--- src/rtl/mem_stage.sv ---
// mem_stage: RV32 memory-access stage. It has a single-outstanding data bus with a
// watchdog, and its results to writeback are registered.
// Define MEM_MISALIGN_TRAP_EN to fault misaligned half/word accesses instead of force-aligning them.
module mem_stage #(
  parameter int unsigned TIMEOUT_CYC = 255
) (
  input  logic        clk,
  input  logic        rst,
  input  logic        ex_valid,
  input  logic [4:0]  ex_rd,
  input  logic [31:0] ex_alu_out,
  input  logic [31:0] ex_store_data,
  input  logic [2:0]  ex_f3,
  input  logic        ex_mem_r,
  input  logic        ex_mem_w,
  input  logic        ex_reg_w,
  output logic        stall,
  output logic        dm_req,
  output logic        dm_we,
  output logic [31:0] dm_addr,
  output logic [3:0]  dm_be,
  output logic [31:0] dm_wdata,
  input  logic        dm_ready,
  input  logic [31:0] dm_rdata,
  output logic [4:0]  alu_rd,
  output logic [31:0] d_out,
  output logic [2:0]  f3_out,
  output logic        d_r_en,
  output logic        d_w_en,
  output logic        alu_reg_w_en,
  output logic        err
);
  typedef enum logic [1:0] {IDLE, BUS, DONE} state_t;
  localparam logic [15:0] WD_LAST = 16'(TIMEOUT_CYC - 1);

  state_t      state, state_nxt;
  logic [15:0] wd_cnt;
  logic        timeout;
  logic [31:0] addr_q;
  logic [31:0] ld_data;
  logic [4:0]  rd_q;
  logic [2:0]  f3_q;
  logic [1:0]  off_q;
  logic        rd_op_q, wr_op_q, fault_q;

  logic        mem_op, f3_bad, misalign, bad;
  logic [1:0]  off;
  logic [3:0]  be;
  logic [31:0] wdata;

  assign mem_op = ex_mem_r | ex_mem_w;
  // Stores allow only SB/SH/SW; loads reject 011, 110 and 111.
  assign f3_bad = ex_mem_w ? (ex_f3[2] | (ex_f3[1:0] == 2'b11))
                           : ((ex_f3[1:0] == 2'b11) | (ex_f3 == 3'b110));
`ifdef MEM_MISALIGN_TRAP_EN
  assign misalign = ((ex_f3[1:0] == 2'b01) && ex_alu_out[0]) ||
                    ((ex_f3[1:0] == 2'b10) && (ex_alu_out[1:0] != 2'b00));
`else
  assign misalign = 1'b0;
`endif
  assign bad = f3_bad | misalign;

  // NOTE: every always_comb output gets a default first so no latch can be inferred.
  always_comb begin
    off   = 2'b00;
    be    = 4'b1111;
    wdata = ex_store_data;
    case (ex_f3[1:0])
      2'b00: begin
        off   = ex_alu_out[1:0];
        be    = 4'b0001 << off;
        wdata = {4{ex_store_data[7:0]}};
      end
      2'b01: begin
        off   = {ex_alu_out[1], 1'b0};
        be    = 4'b0011 << off;
        wdata = {2{ex_store_data[15:0]}};
      end
      default: ;
    endcase
  end

  assign stall  = (state != IDLE);
  assign dm_req = (state == BUS);

  // NOTE: state registers use non-blocking assignments so all flops update together.
  always_ff @(posedge clk or negedge rst) begin
    if (!rst) state <= IDLE;
    else      state <= state_nxt;
  end

  always_comb begin
    state_nxt = state;
    timeout   = 1'b0;
    case (state)
      IDLE: if (ex_valid && mem_op) state_nxt = bad ? DONE : BUS;
      BUS: begin
        if (dm_ready) begin
          state_nxt = DONE;
        end else if (wd_cnt == WD_LAST) begin
          state_nxt = DONE;
          timeout   = 1'b1;
        end
      end
      DONE:    state_nxt = IDLE;
      default: state_nxt = IDLE;
    endcase
  end

  always_ff @(posedge clk or negedge rst) begin
    if (!rst) begin
      wd_cnt       <= '0;
      addr_q       <= '0;
      ld_data      <= '0;
      rd_q         <= '0;
      f3_q         <= '0;
      off_q        <= '0;
      rd_op_q      <= 1'b0;
      wr_op_q      <= 1'b0;
      fault_q      <= 1'b0;
      dm_we        <= 1'b0;
      dm_addr      <= '0;
      dm_be        <= '0;
      dm_wdata     <= '0;
      alu_rd       <= '0;
      d_out        <= '0;
      f3_out       <= '0;
      d_r_en       <= 1'b0;
      d_w_en       <= 1'b0;
      alu_reg_w_en <= 1'b0;
      err          <= 1'b0;
    end else begin
      d_r_en       <= 1'b0;
      d_w_en       <= 1'b0;
      alu_reg_w_en <= 1'b0;
      err          <= 1'b0;
      case (state)
        IDLE: begin
          if (ex_valid && mem_op) begin
            addr_q   <= ex_alu_out;
            rd_q     <= ex_rd;
            f3_q     <= ex_f3;
            off_q    <= off;
            rd_op_q  <= ex_mem_r;
            wr_op_q  <= ex_mem_w;
            fault_q  <= bad;
            ld_data  <= '0;
            wd_cnt   <= '0;
            dm_we    <= ex_mem_w & ~bad;
            dm_addr  <= {ex_alu_out[31:2], 2'b00};
            dm_be    <= bad ? 4'b0000 : be;
            dm_wdata <= wdata;
          end else if (ex_valid) begin
            alu_rd       <= ex_rd;
            d_out        <= ex_alu_out;
            f3_out       <= ex_f3;
            alu_reg_w_en <= ex_reg_w;
          end
        end
        BUS: begin
          if (dm_ready)     ld_data <= dm_rdata >> {off_q, 3'b000};
          else if (timeout) fault_q <= 1'b1;
          else              wd_cnt  <= wd_cnt + 16'd1;
        end
        DONE: begin
          alu_rd <= rd_q;
          f3_out <= f3_q;
          d_out  <= rd_op_q ? ld_data : addr_q;
          d_r_en <= rd_op_q & ~fault_q;
          d_w_en <= wr_op_q & ~fault_q;
          err    <= fault_q;
        end
        default: ;
      endcase
    end
  end
endmodule

--- config.mk ---
export PLATFORM = sky130hd
export DESIGN_NAME = mem_stage
export DESIGN_NICKNAME = d
export VERILOG_FILES = /design/src/rtl/mem_stage.sv
export SDC_FILE = /design/constraint.sdc
export NUM_CORES = 1
export LEC_CHECK = 0
export CORE_AREA = 2 2 143 145
export DETAILED_ROUTE_END_ITERATION = 8
export DIE_AREA = 0 0 145 147
export GPL_TIMING_DRIVEN = 0
export HOLD_SLACK_MARGIN = 0.02
export PLACE_DENSITY = 0.76
export RECOVER_POWER = 50
export SETUP_SLACK_MARGIN = 0.5
export SYNTH_ARGS = -nofsm -noshare
export SYNTH_HDL_FRONTEND = slang
export SYNTH_SLANG_ARGS = --single-unit
--- constraint.sdc ---
create_clock -name clk -period 1.9 [get_ports clk]
set_clock_uncertainty 0.2 [all_clocks]
set_input_delay 0.38 -clock clk [delete_from_list [all_inputs] [get_ports clk]]
set_output_delay 0.38 -clock clk [all_outputs]
set_load 0.01 [all_outputs]
Run 1, wire density map:
Bar = 50 um. 29 x 29 tiles, from dark purple (low) to yellow (high), scaled to the fullest tile. Values are wire area over tile area, all layers added.
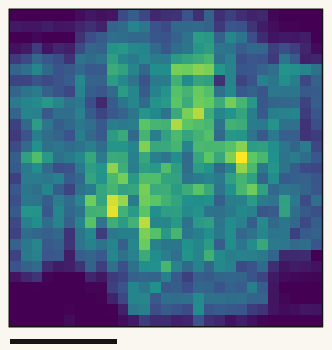
tiles over half the peak: 21%
fullest tile: 0.92
densest ninth of the die: centre
nearly empty tiles: 9.4%

Run 1, routing congestion map:
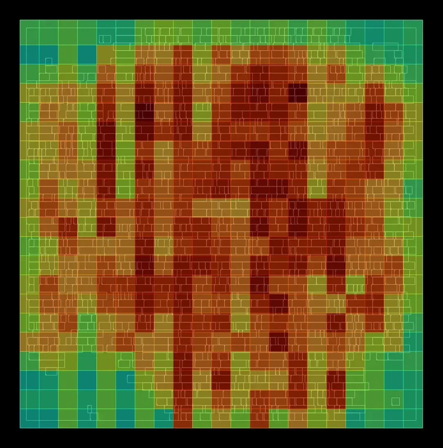
post-detailed-route wirelength per cell: 24.07 um
fraction of met3 tracks used by global routing: 0.08820
layer with the highest usage after global routing: met2
met1 track demand over resource in global routing: 0.3680
post-layout utilization of the core: 0.8011

Run 1, cell classes on the final placement:
Bar = 50 um.
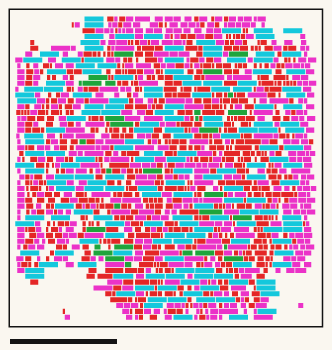
[clock drivers and dummy loads] green | cells: 31
[flops] cyan | cells: 176
[other buffers and delay cells] magenta | cells: 501
[combinational and other logic] red | cells: 682

==> notes.md, run 1 <==
This memo summarizes the results of the implementation run.

Layout
The combined flip-flop and latch cell area is 0.004408 mm2. The share of the final layout cell area in multi-input gates is 0.3233. Per the layout report, the design carries 501 non-clock buffers.

The layout report lists the clock-cell share of area as 0.03691. The fraction of layout cells with a size suffix above 1 is 0.5353.

Final timing
The final timing report derives a shortest allowable period of 2.126 ns. For this run, the final setup violation count is recorded as 123. Setup repair after global routing could not meet its margin everywhere. The minimum setup slack in the final design is -0.2262 ns. The hold slack is -0.007918 ns. Timing would allow up to 0.4703 GHz. The final number of hold-violating endpoints is 4.

Yosys
The cell count after synthesis came out at 955. The sequential cell area fraction in the yosys report is 0.5054. The main area contributors are dfrtp_1, nand2_1, o21ai_0. The cell type with the largest total area after synthesis is dfrtp_1.

The area fraction in and, or, nand and nor cells is 0.2013. The number of different library cells in the post-synthesis netlist is 47. The number of synthesized register bits is 176.

Route
The final wirelength is 39960 um. The iteration count recorded for the first detailed-route pass is 7.

Run status
The run finished, with violations left. The final reports fail on hold timing, setup timing.

Floorplan
The well-tap cell count is 270. The core region is 0.01984 mm2.

Setup path
The slowest stage cell on the critical path is dfrtp_1. The class of the most critical setup path is register to register. The signal on the critical path passes through inv_2 > ha_4 > and4b_1 > and4_4 > buf_8 > buf_4 > nor4b_4 > mux2i_1. The cell class contributing the biggest share of worst-path delay is simple AND/OR/NAND/NOR gates.

CTS
The number of levels in the clock H-tree is 4.

Power
The clock network power reported by the tool is 3640 uW. Of the total power, the share spent switching nets is 0.3722. The power report attributes to the sequential group a share of 0.289. The top contributor to total power is combinational cells.

Global route
The remaining global-route overflow is 0. The initial antenna violation count is 0.

Flow run
The tool warning count for the run is 32.
==> run 1: Yosys cell counts, types with 2 or more instances <==
master	number
nand2_1	268
dfrtp_1	176
o21ai_0	105
a21oi_1	61
mux2i_1	52
clkbuf_1	47
mux2_2	40
nor2b_1	33
buf_4	32
nand3_1	24
nor2_1	21
o31ai_1	18
buf_2	10
or4_1	9
buf_1	7
nand4_1	5
nor3_1	5
nand2b_1	4
and2_1	3
inv_1	3
and3b_1	2
and4_1	2
and4_4	2
buf_6	2
ha_1	2
==> run 1: stage by stage <==
step,setup WS [ns],cells,hold slack (ns),setup TNS (ns)
finish,-0.2262,1660,-0.007918,-6.406
global route,-0.2447,1660,0.1034,-9.976
CTS,-0.05577,1571,-0.2296,-0.1830
detailed placement,-1.158,1448,0.2286,-102.43
global placement,-7.858,1447,0.2535,-1358.04
floorplan,-0.06084,956,-0.1156,-0.09500
==> run 1: layer usage <==
metal  vias to the layer above  wire length (um)  part of all wire  track usage
met2                       667             19300              0.48       0.4974
met3                       211              3795             0.095      0.08820
li1                       4058                 -                 -            -
met5                         -                 0                 0            0
met4                         0              2589             0.065       0.1208
met1                      4777             14270              0.36       0.3680
==> run 1: state kept, by name, indices dropped and copies added (netlist names) <==
name	cells
err	1
dm_wdata	32
addr_q	32
d_w_en	1
rd_q	5
alu_reg_w_en	1
state	2
ld_data	32
f3_out	3
dm_be	4
f3_q	3
fault_q	1
dm_we	1
wd_cnt	16
d_r_en	1
off_q	2
alu_rd	5
rd_op_q	1
wr_op_q	1
d_out	32
==> run 1: what timing repair did <==
action / CTS / global route
hold endpoints to repair: 83 / 83
gates resized: 682 / 338
pin swaps: 32 / 152
buffers inserted: 76 / 71
gates cloned: 16 / 18
endpoints found under the setup margin: 288 / 289
Run 1, nets reached from selected ports:
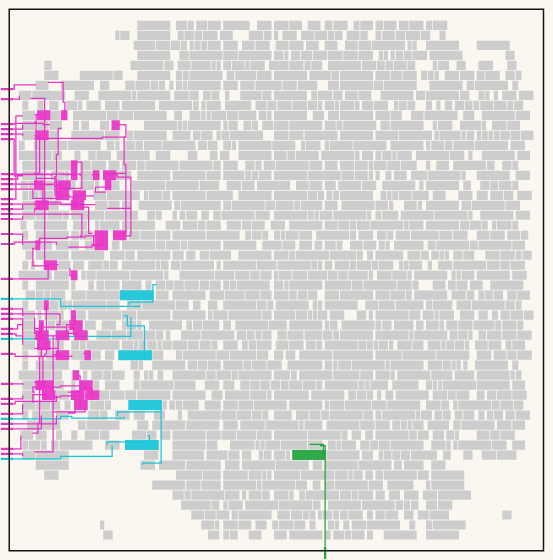

--- run 2 (diff from run 1) ---
==> constraint.sdc (replaced) <==
create_clock -name clk -period 1.9 [get_ports clk]
set_clock_uncertainty 0.2 [all_clocks]
set_input_delay 0.475 -clock clk [delete_from_list [all_inputs] [get_ports clk]]
set_output_delay 0.475 -clock clk [all_outputs]
set_load 0.01 [all_outputs]
Run 2, nets reached from selected ports:
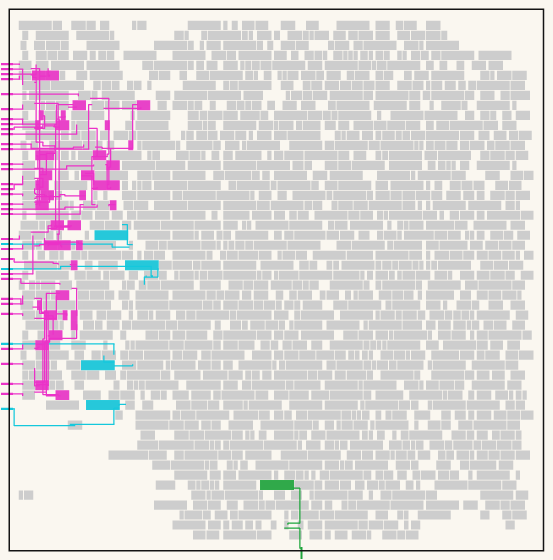
[dm_be] cyan | bits: 4 | direction: output | end cells: 4 | buffers: 4 | wire: 174 um
[d_r_en] green | bits: 1 | direction: output | end cells: 1 | buffers: 1 | wire: 25.1 um
[ex_store_data] magenta | bits: 32 | direction: input | end cells: 40 | buffers: 32 | wire: 877 um

Run 2, drive-strength map:
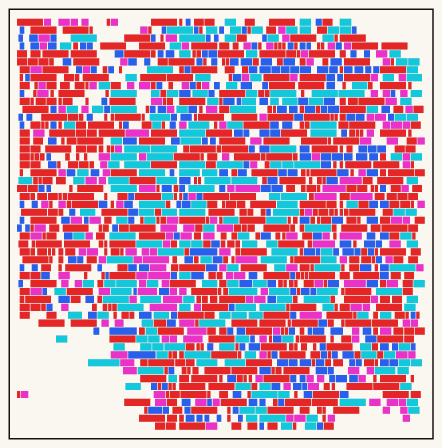
[_2 cells] blue | cells: 300 | share: 22%
[_6 and larger] cyan | cells: 214 | share: 16%
[_0 and _1 cells] red | cells: 662 | share: 48%
[_3 and _4 cells] magenta | cells: 196 | share: 14%

Run 2, routing congestion map:
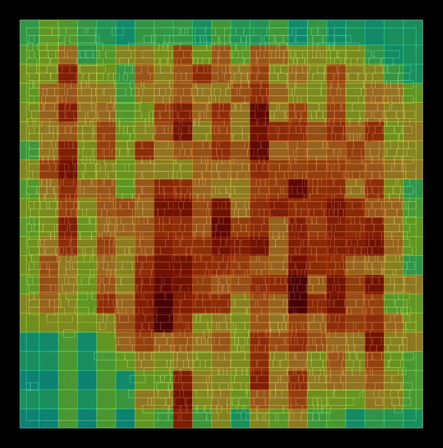
GR Util All Layers: 0.2790
post-layout utilization of the core: 0.7847

==> run 2 against run 1 <==
  * The flow still finishes with violations (hold timing, setup timing)
  * Worst setup slack better by 0.052 ns
  * Critical path depth down 2
  * Sequential power down 0.8%
  * Clock power about the same
  * Utilization down 1.6 points
  * Maximum frequency up 2.5%
  * Flip-flop count unchanged
  * Clock-buffer cell count down 1
  * Combinational power down 6%
  * Synthesized area unchanged
  * Critical endpoint is now wd_cnt[15]
==> notes.md, run 2 <==
This memo summarizes the results of the implementation run.

Final timing
The final number of hold-violating endpoints is 56. The final critical-path required period is 2.074 ns. The setup-violating endpoint count in the final report is 41. The highest clock rate is 0.4821 GHz.

Setup repair after global routing could not meet its margin everywhere. The tightest hold path in the finished design has a slack of -0.2540 ns. Post-route period utilization is reported as 1.092.

The accumulated negative setup slack is -2.119 ns. The minimum setup slack in the final design is -0.1744 ns.

Run status
The run finished, with violations left. The final reports fail on hold timing, setup timing.

Global route
Per the GRT congestion report, total overflow comes to 0. The initial antenna violation count is 0.

Setup path
The cell family contributing the most delay on the critical path is simple AND/OR/NAND/NOR gates. The slowest stage of the critical path is the or4_4 cell. For reference, the most critical setup path is categorized as register to register.

Placement
The number of placed cells counting well taps is 1448. Setup slack on the worst path after placement came out at -1.200 ns.

Yosys
nand2_1 is the most common cell in the netlist. The commonest cells after synthesis are nand2_1, dfrtp_1, o21ai_0. The netlist uses 47 different library cells. The main area contributors are dfrtp_1, nand2_1, o21ai_0. Looking at area per cell type in the netlist, the leader is dfrtp_1. The sequential cell area fraction in the yosys report is 0.5054.

The number of synthesized register bits is 176.

Route
The detailed router reported a total wirelength of 35940 um.

CTS
The clock H-tree reported by CTS has 4 levels.

Flow run
The stage logs contain a warning count of 34.

Layout
The count of cells in the finished layout, fillers not included, comes to 1642. Per the final layout report, the fraction of cells sized above drive strength 1 comes to 0.5175.
run 2: repair_timing:
item | CTS | global route
gates resized | 566 | 397
pin swaps | 25 | 154
endpoints found under the setup margin | 288 | 289
buffers inserted | 59 | 71
gates cloned | 8 | 24
endpoints found under the hold margin | 56 | 56
run 2: per-layer routing:
layer | vias to the layer above | global-route usage | share of wire
met5 | - | 0 | 0
met4 | 0 | 0.08960 | 0.045
met3 | 114 | 0.06491 | 0.086
met2 | 509 | 0.4712 | 0.49
met1 | 4539 | 0.3572 | 0.38
li1 | 4044 | - | -
run 2: power breakdown:
group          internal (uW)  switching [uW]
Sequential              4990             958
Combinational           5670            4850
Clock                   1900            1730
run 2: layout make-up:
| type | instances | area, um2 | share of cell area |
|---|---|---|---|
| Clock inverter | 14 | 147.6 | 0.009482 |
| Buffer | 98 | 1363 | 0.08751 |
| Tap cell | 270 | 337.8 | 0.02170 |
| Timing Repair Buffer | 384 | 3724 | 0.2391 |
| Inverter | 3 | 11.26 | 0.0007232 |
| Clock buffer | 18 | 439.2 | 0.02820 |
| Sequential cell | 176 | 4408 | 0.2831 |
| Multi-Input combinational cell | 679 | 5141 | 0.3302 |
run 2: cell families after synthesis:
group / share of synthesized area
buffers and inverters: 0.06045
flip-flops: 0.5054
other: 0.0004303
AND/OR/NAND/NOR: 0.2013
multiplexers: 0.1114
AND-OR/OR-AND: 0.1182
adder cells (fa/ha/maj): 0.002871
Power is estimated from default activity; no workload was simulated.
